`src/rtl/logic_diag_pkg.sv`:
```
// Shared types for the logic-block sweep sequencer: FSM state encoding and
// the vector-count helper used to size the truth-table ports.
package logic_diag_pkg;

    localparam logic [1:0] ST_IDLE   = 2'd0;
    localparam logic [1:0] ST_WAIT   = 2'd1;
    localparam logic [1:0] ST_SAMPLE = 2'd2;
    localparam logic [1:0] ST_DONE   = 2'd3;

    typedef enum logic [1:0] {
        S_IDLE   = ST_IDLE,
        S_WAIT   = ST_WAIT,
        S_SAMPLE = ST_SAMPLE,
        S_DONE   = ST_DONE
    } state_t;

    function automatic int nvec(input int nIn);
        return 1 << nIn;
    endfunction

endpackage

```
`src/rtl/logic_diag_settle_ctr.sv`:
```
// Loadable down-counter that times the settle window between driving a
// vector and sampling the block output; o_zero flags the end of the window.
module logic_diag_settle_ctr #(
    parameter int W = 1
) (
    input  logic         clk,
    input  logic         rst,
    input  logic         i_load,
    input  logic [W-1:0] i_load_val,
    input  logic         i_en,
    output logic         o_zero
);

    logic [W-1:0] r_cnt;

    always_ff @(posedge clk) begin
        if (rst) begin
            r_cnt <= '0;
        end else if (i_load) begin
            r_cnt <= i_load_val;
        end else if (i_en && (r_cnt != '0)) begin
            r_cnt <= r_cnt - W'(1);
        end
    end

    assign o_zero = (r_cnt == '0);

endmodule

```
`src/rtl/logic_diag_seq.sv`:
```
// BIST-style sweep controller: walks every input vector of a small logic block,
// captures its truth table and compares it against an expected table.
module logic_diag_seq
    import logic_diag_pkg::*;
#(
    parameter int N_IN   = 3,
    parameter int SETTLE = 1
) (
    input  logic                  clk,
    input  logic                  rst,
    input  logic                  start,
    input  logic                  abort,
    input  logic [nvec(N_IN)-1:0] exp_tt,
    input  logic                  dut_o,
    output logic [N_IN-1:0]       vec,
    output logic                  busy,
    output logic                  done,
    output logic                  pass,
    output logic [nvec(N_IN)-1:0] cap_tt,
    output logic [N_IN:0]         fail_cnt,
    output logic [N_IN-1:0]       first_fail,
    output logic                  fail_valid
);

    localparam int NVEC = nvec(N_IN);
    localparam int CW   = N_IN + 1;

    state_t            r_state;
    state_t            w_next;
    logic [N_IN-1:0]   r_vec;
    logic [NVEC-1:0]   r_exp;
    logic [NVEC-1:0]   r_cap;
    logic [CW-1:0]     r_fail_cnt;
    logic [N_IN-1:0]   r_first_fail;
    logic              r_fail_valid;
    logic              r_pass;
    logic              w_settle_zero;
    logic              w_mismatch;
    logic              w_last;
    logic [CW-1:0]     w_cnt_next;

    assign w_mismatch = (dut_o != r_exp[r_vec]);
    assign w_last     = (r_vec == N_IN'(NVEC - 1));
    assign w_cnt_next = r_fail_cnt + CW'(w_mismatch);

    // With SETTLE=0 there is no wait window, so the counter is left out entirely.
    generate
        if (SETTLE > 0) begin : g_settle
            localparam int SW = (SETTLE > 1) ? $clog2(SETTLE) : 1;
            logic w_load;
            logic w_en;
            assign w_load = (w_next == S_WAIT) && (r_state != S_WAIT);
            assign w_en   = (r_state == S_WAIT);
            logic_diag_settle_ctr #(.W(SW)) u_settle (
                .clk        (clk),
                .rst        (rst),
                .i_load     (w_load),
                .i_load_val (SW'(SETTLE - 1)),
                .i_en       (w_en),
                .o_zero     (w_settle_zero)
            );
        end else begin : g_no_settle
            assign w_settle_zero = 1'b1;
        end
    endgenerate

    always_ff @(posedge clk) begin
        if (rst) r_state <= S_IDLE;
        else     r_state <= w_next;
    end

    always_comb begin
        w_next = r_state;
        unique case (r_state)
            S_IDLE: begin
                if (start && !abort) w_next = (SETTLE > 0) ? S_WAIT : S_SAMPLE;
            end
            S_WAIT: begin
                if (abort)              w_next = S_IDLE;
                else if (w_settle_zero) w_next = S_SAMPLE;
            end
            S_SAMPLE: begin
                if (abort)       w_next = S_IDLE;
                else if (w_last) w_next = S_DONE;
                else             w_next = (SETTLE > 0) ? S_WAIT : S_SAMPLE;
            end
            S_DONE:  w_next = S_IDLE;
            default: w_next = S_IDLE;
        endcase
    end

    always_comb begin
        busy = (r_state == S_WAIT) || (r_state == S_SAMPLE);
        done = (r_state == S_DONE);
    end

    // An abort during SAMPLE takes priority over that cycle's capture.
    always_ff @(posedge clk) begin
        if (rst) begin
            r_vec        <= '0;
            r_exp        <= '0;
            r_cap        <= '0;
            r_fail_cnt   <= '0;
            r_first_fail <= '0;
            r_fail_valid <= 1'b0;
            r_pass       <= 1'b0;
        end else begin
            unique case (r_state)
                S_IDLE: begin
                    if (start && !abort) begin
                        r_exp        <= exp_tt;
                        r_cap        <= '0;
                        r_fail_cnt   <= '0;
                        r_fail_valid <= 1'b0;
                        r_pass       <= 1'b0;
                        r_vec        <= '0;
                    end else if (abort) begin
                        r_pass <= 1'b0;
                    end
                end
                S_WAIT: begin
                    if (abort) begin
                        r_vec  <= '0;
                        r_pass <= 1'b0;
                    end
                end
                S_SAMPLE: begin
                    if (abort) begin
                        r_vec  <= '0;
                        r_pass <= 1'b0;
                    end else begin
                        r_cap[r_vec] <= dut_o;
                        r_fail_cnt   <= w_cnt_next;
                        if (w_mismatch && !r_fail_valid) begin
                            r_first_fail <= r_vec;
                            r_fail_valid <= 1'b1;
                        end
                        if (w_last) begin
                            r_vec  <= '0;
                            r_pass <= (w_cnt_next == '0);
                        end else begin
                            r_vec <= r_vec + N_IN'(1);
                        end
                    end
                end
                default: begin
                end
            endcase
        end
    end

    assign vec        = r_vec;
    assign pass       = r_pass;
    assign cap_tt     = r_cap;
    assign fail_cnt   = r_fail_cnt;
    assign first_fail = r_first_fail;
    assign fail_valid = r_fail_valid;

endmodule

```
`config.mk`:
```
export PLATFORM = sky130hd
export DESIGN_NAME = logic_diag_seq
export DESIGN_NICKNAME = d
export VERILOG_FILES = /design/src/rtl/logic_diag_pkg.sv /design/src/rtl/logic_diag_settle_ctr.sv /design/src/rtl/logic_diag_seq.sv
export SDC_FILE = /design/constraint.sdc
export NUM_CORES = 1
export LEC_CHECK = 0
export CAP_MARGIN = 15
export CORE_ASPECT_RATIO = 2
export CORE_MARGIN = 1
export CORE_UTILIZATION = 46
export DETAILED_ROUTE_END_ITERATION = 12
export MAX_ROUTING_LAYER = met4
export PLACE_DENSITY = 0.84
export RECOVER_POWER = 25
export SLEW_MARGIN = 10
export SYNTH_ARGS = -nofsm -noshare
export SYNTH_HDL_FRONTEND = slang
export SYNTH_SLANG_ARGS = --single-unit
```
`constraint.sdc`:
```
create_clock -name clk -period 2.3 [get_ports clk]
set_clock_uncertainty 0.15 [all_clocks]
set_input_delay 0.69 -clock clk [delete_from_list [all_inputs] [get_ports clk]]
set_output_delay 0.69 -clock clk [all_outputs]
set_load 0.1 [all_outputs]
```
==> flow_summary.toml, run 1 <==
# generated from flow reports
[yosys]
yosysSeqAreaShare_pct = 36.66
edf_count = 0
synthAoiAreaFrac_pct = 14.78
ys_chip_area_sq_mm = 0.001693
ys_sh_mux_pct = 11.46
ys_types = 43
yosys_warnings = 0
flop_cell = "dfxtp_1"
ys_sh_simple_pct = 24.69
ys_cells = 191

[critical_path]
critPathLaunch = "vec[1]$_SDFFE_PP0P_"
critical_path.slowest_cell = "dfxtp_4"
crit_family = "AND-OR/OR-AND gates"
cp-start-kind = "flip-flop"
slowest_delay_ns = 0.39
r2r_setup_slack_ns = -0.007
r2r_start = "vec[1]$_SDFFE_PP0P_"
r2r_end = "pass$_SDFFE_PP0P_"
cp_common_cell = "ha_4"

[final_timing]
fin_ws_ns = -0.007105
maxSlewHeadroom_pct = 63.53
fin_crit_sh_pct = 100.3
setup_violations = 1
whs_ns = 0.2930
post-route-min-period_ns = 2.307

[floorplanning]
initial_utilization_pct = 49.02
rows = 30
die_y_um = 87.79

[finish]
finalNetCount = 270
seq_area_sq_um = 631.9
n_antenna_cell = 0
inverters = 6
mi_logic_area_sq_mm = 0.001064
logic_gates = 142
syn2layout_area_growth_pct = 46.42
dominant-cell-class = "logic gates"

[grt]
grt_usage_pct = 25.75
antenna_found_initial = 0
grt_max_degree = 14

[clocking]
cts_max_path_buffers = 2
postCtsSetupBuffers = 3
cts.htree.levels = 2
hold_buffers = 0
cts_made_buffers = 5
path_clk_slew_ns = 0.07
root_buffer = "clkbuf_8"
numClockSinks = 31
cts_tree = "yes"

[detailed_routing]
wl_per_cell_um = 15.14
drtPass1Iterations = 4
drc = 0
drt_iter0_markers = 58

[power_and_ir_drop]
p_leak_uw = 0.001030
vdd.ir_drop.worst_v = 0.0006193
power_density_mw_per_mm2 = 513.0

[job]
openroad.warnings = 32
drv_cap = 0

[placed_design]
io_buffers = 34
pre_cts_ws_ns = -0.2792

[worst_hold_path]
min_path_cells = 2
hold-path-endpoint = "g_settle.u_settle.r_cnt$_SDFFE_PP0P_"

[outcome]
status = "complete, but fails checks"
violations = "negative setup slack"
[run 1: per-layer routing]
| layer | GRT usage [%] | vias up | wire [um] |
|---|---|---|---|
| li1 | - | 778 | - |
| met1 | 22.65 | 809 | 1585 |
| met2 | 47.99 | 43 | 2647 |
| met3 | 4.742 | 9 | 158 |
| met4 | 14.60 | 0 | 121 |
| met5 | - | - | 0 |
[run 1: cells in the final DEF (no fill, tap or decap), types with 2 or more instances in the layout]
master           count
a22oi_1              3
nand2_1             12
nand3b_1             4
clkdlybuf4s50_1     12
nor2b_1              2
nor2_1              29
mux2i_1             16
xnor2_1              2
nand2b_1            11
a2bb2oi_1            4
clkbuf_8             6
buf_4               29
buf_12               9
dfxtp_4              3
o21ai_0              7
nor4b_4              2
inv_1                6
ha_1                 6
a21boi_0             2
a21oi_1              9
nor3_1               2
ha_4                 2
clkbuf_2            13
nand3_1              5
dfxtp_1             28
[run 1: per-stage QoR]
step	cell area [sq um]	TNS (ns)	cells	utilization (%)
4_1_cts	2616	-0.04021	296	75.76
2_1_floorplan	1739	-0.2411	191	-
6_report	2479	-0.007105	298	71.78
3_5_place_dp	2476	-1.887	285	71.70
5_1_grt	2479	-0.1053	298	71.78
3_3_place_gp	2476	-1.048	285	71.70
[run 1: where the power goes]
part / total [uW] / switching (uW) / internal (uW) / leakage (uW)
Combinational: 171 / 87.9 / 82.8 / 0.000715
Sequential: 549 / 6.02 / 543 / 0.000253
Clock: 552 / 202 / 350 / 0.0000612
Total: 1270 / 296 / 976 / 0.00103
[run 1: sequential cells by signal, indices dropped and copies added, names as in the netlist]
name,count
cap_tt,8
r_exp,8
fail_cnt,4
first_fail,3
vec,3
r_state,2
fail_valid,1
g_settle.u_settle.r_cnt,1
pass,1
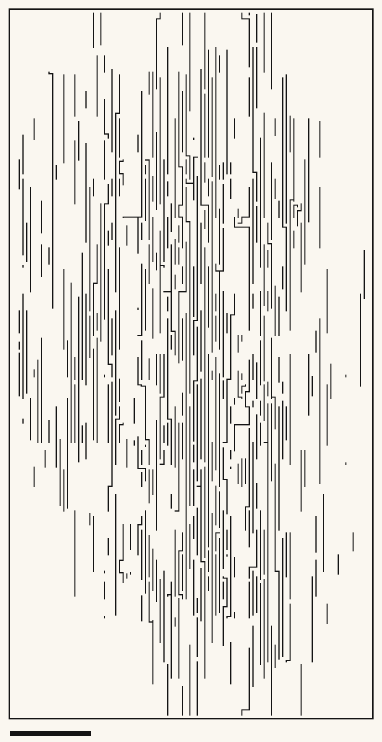
Fig. 1. Signal wires on met2 (run 1).
The bar under the picture is 10 um long.
- share of all routed wire: 59%
- main direction: vertical
- longest straight run: 35.4 um
Routed WL: 4.513 mm
vias: 1639
met2 Use GR: 47.99%

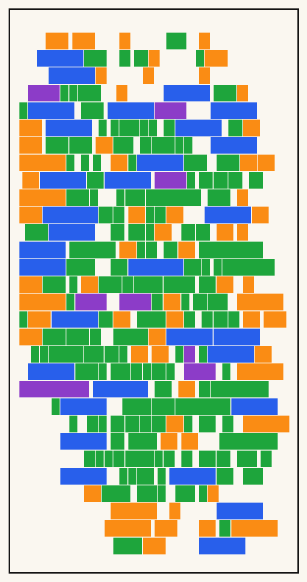
Fig. 2. Cells colored by class (run 1).
- orange: other buffers and delay cells (cells 63)
- purple: clock drivers and dummy loads (cells 8)
- green: combinational and other logic (cells 148)
- blue: flops (cells 31)
core box area: 0.003453 sq mm
Post-Layout Inst Area: 0.002479 sq mm

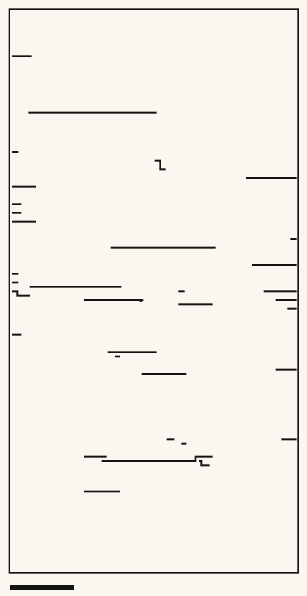
Fig. 3. The metal 3 layer (run 1).
The bar under the picture is 10 um long.
- longest straight run: 19.8 um
- nets with wire on the layer: 29
- share of all routed wire: 3.5%
GR met3 Demand/Resource: 4.742%

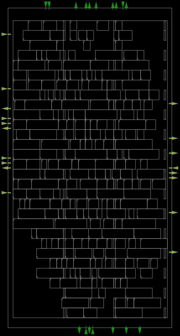
Fig. 4. Placement view (run 1).
Seq/total area: 25.49%
Fillers: 252
Final Util: 71.78%

Fig. 5: run 1, register map, names as in the netlist
The bar under the picture is 10 um long.
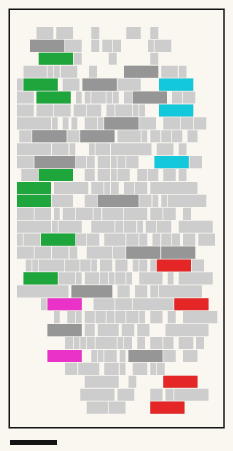

==> run 1 -> run 2 <==
CAP_MARGIN = not set   (was 15)
CORE_ASPECT_RATIO = 1.1   (was 2)
CORE_UTILIZATION = 56   (was 46)
DONT_BUFFER_PORTS = 1   (was not set)
PLACE_DENSITY = 0.82   (was 0.84)
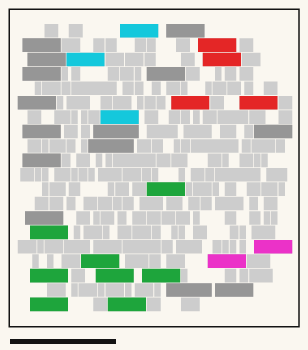
Fig. 6. Register map, names as in the netlist (run 2).
The bar under the picture is 20 um long.
- cyan: first_fail (sequential cells 3)
- green: r_exp (sequential cells 8)
- red: fail_cnt (sequential cells 4; where north-east)
- magenta: r_state (sequential cells 2)
- not colored: 14
Final Util: 73.36%
Seq. pwr: 549 uW
register area: 631.9 sq um

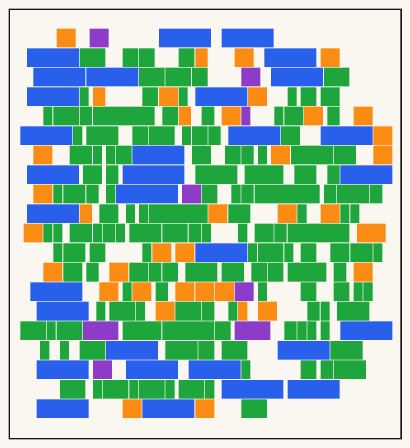
Fig. 7. Cells colored by class (run 2).
- orange: other buffers and delay cells (cells 37)
- purple: clock drivers and dummy loads (cells 8)
- blue: flops (cells 31)
- green: combinational and other logic (cells 148)

==> flow_summary.toml, run 2 <==
# generated from flow reports
[outcome]
status = "complete, but fails checks"
violations = "negative setup slack"

[power_and_ir_drop]
p_leak_uw = 0.0008724
p_comb_uw = 113
maxPowerGroup = "sequential cells"

[critical_path]
crit_family = "AND-OR/OR-AND gates"
slowest_delay_ns = 0.40
critical_path.slowest_cell = "dfxtp_4"
r2r_end = "pass$_SDFFE_PP0P_"
cp-start-kind = "flip-flop"
r2r_setup_slack_ns = -0.04

[grt]
antenna_found_initial = 0
use_met1_pct = 32.07
grt_usage_pct = 28.72
grt_max_degree = 34

[finish]
stdcell_area_sq_mm = 0.002074
syn2layout_area_growth_pct = 22.54
instances_no_fill = 257

[clocking]
path_clk_slew_ns = 0.10
numClockSinks = 31
cts_max_path_buffers = 2
root_buffer = "clkbuf_4"

[final_timing]
setup_tns_ns = -0.03740
fin_crit_sh_pct = 101.6
setup_violations = 1
fin_ws_ns = -0.03740

[detailed_routing]
wirelength_mm = 3.962
wl_per_cell_um = 15.42
wl_met2_mm = 2.054
via_count = 1483

[job]
drv_cap = 0
openroad.warnings = 32

[yosys]
ys_chip_area_sq_mm = 0.001693
ys_sh_mux_pct = 11.46
ys_sh_simple_pct = 24.69
synthAoiAreaFrac_pct = 14.78

[placed_design]
io_buffers = 0

[worst_hold_path]
min_path_cells = 1
hold-path-endpoint = "fail_cnt[2]$_SDFFE_PP0P_"
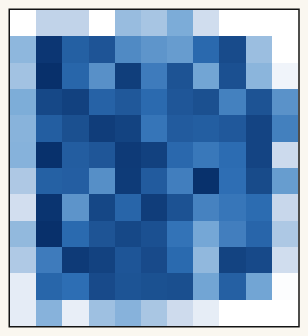
Fig. 8. Local utilization (run 2).
11 x 12 tiles, from white (low) to dark blue (high), 0 to 100% covered.
- fullest tile: 100%
- nearly empty tiles: 7.6%
- mean over tiles: 63%
- densest ninth of the die: center
core box area: 0.002828 sq mm
Initial Utilization: 59.87%

==> run 2: cell count changes in the layout (fill, tap and decap cells not counted), sizes merged <==
| cell | change |
|---|---|
| clkbuf | -6 |
| clkinv | -1 |
| bufinv | -1 |
| clkdlybuf4s50 | -12 |
| buf | -6 |
==> run 2: cell type report <==
type,instances,area [sq um],area share (%)
well taps,33,41.29,1.990
flip-flops and latches,31,631.9,30.46
inverters,6,22.52,1.086
multi-input cells,142,1042,50.24
repair buffers,37,267.8,12.91
clock buffers,8,68.82,3.317
==> run 2: worst max-delay path by stage <==
stage                        endpoint  slack, ns                 from  cells past startpoint
floorplan           pass$_SDFFE_PP0P_      -0.16  vec[1]$_SDFFE_PP0P_                     10
global placement    pass$_SDFFE_PP0P_       0.04  vec[1]$_SDFFE_PP0P_                      9
detailed placement  pass$_SDFFE_PP0P_      -0.06  vec[1]$_SDFFE_PP0P_                      9
CTS                 pass$_SDFFE_PP0P_      -0.02  vec[1]$_SDFFE_PP0P_                      9
global route        pass$_SDFFE_PP0P_      -0.12  vec[1]$_SDFFE_PP0P_                      9
finish              pass$_SDFFE_PP0P_      -0.04  vec[1]$_SDFFE_PP0P_                      9
==> run 2: worst reg2reg max path, stage by stage (launching register included) <==
cell and delay [ns]:
dfxtp_4 0.40, mux2_4 0.32, a22oi_2 0.15, o221a_4 0.24, xnor2_2 0.13, ha_2 0.23, ha_4 0.21, nor4b_4 0.21
nand4b_1 0.12, a21oi_1 0.12
==> run 2: kinds of logic (layout without fill, tap and decap cells) <==
family                   count (synthesis)  in the layout
AND-OR/OR-AND                           34             34
XOR/XNOR                                 3              3
adder cells (fa/ha/maj)                  8              8
multiplexers                            18             18
AND/OR/NAND/NOR                         79             79
flip-flops                              31             31
buffers and inverters                   18             51
Power is estimated from default activity; no workload was simulated.
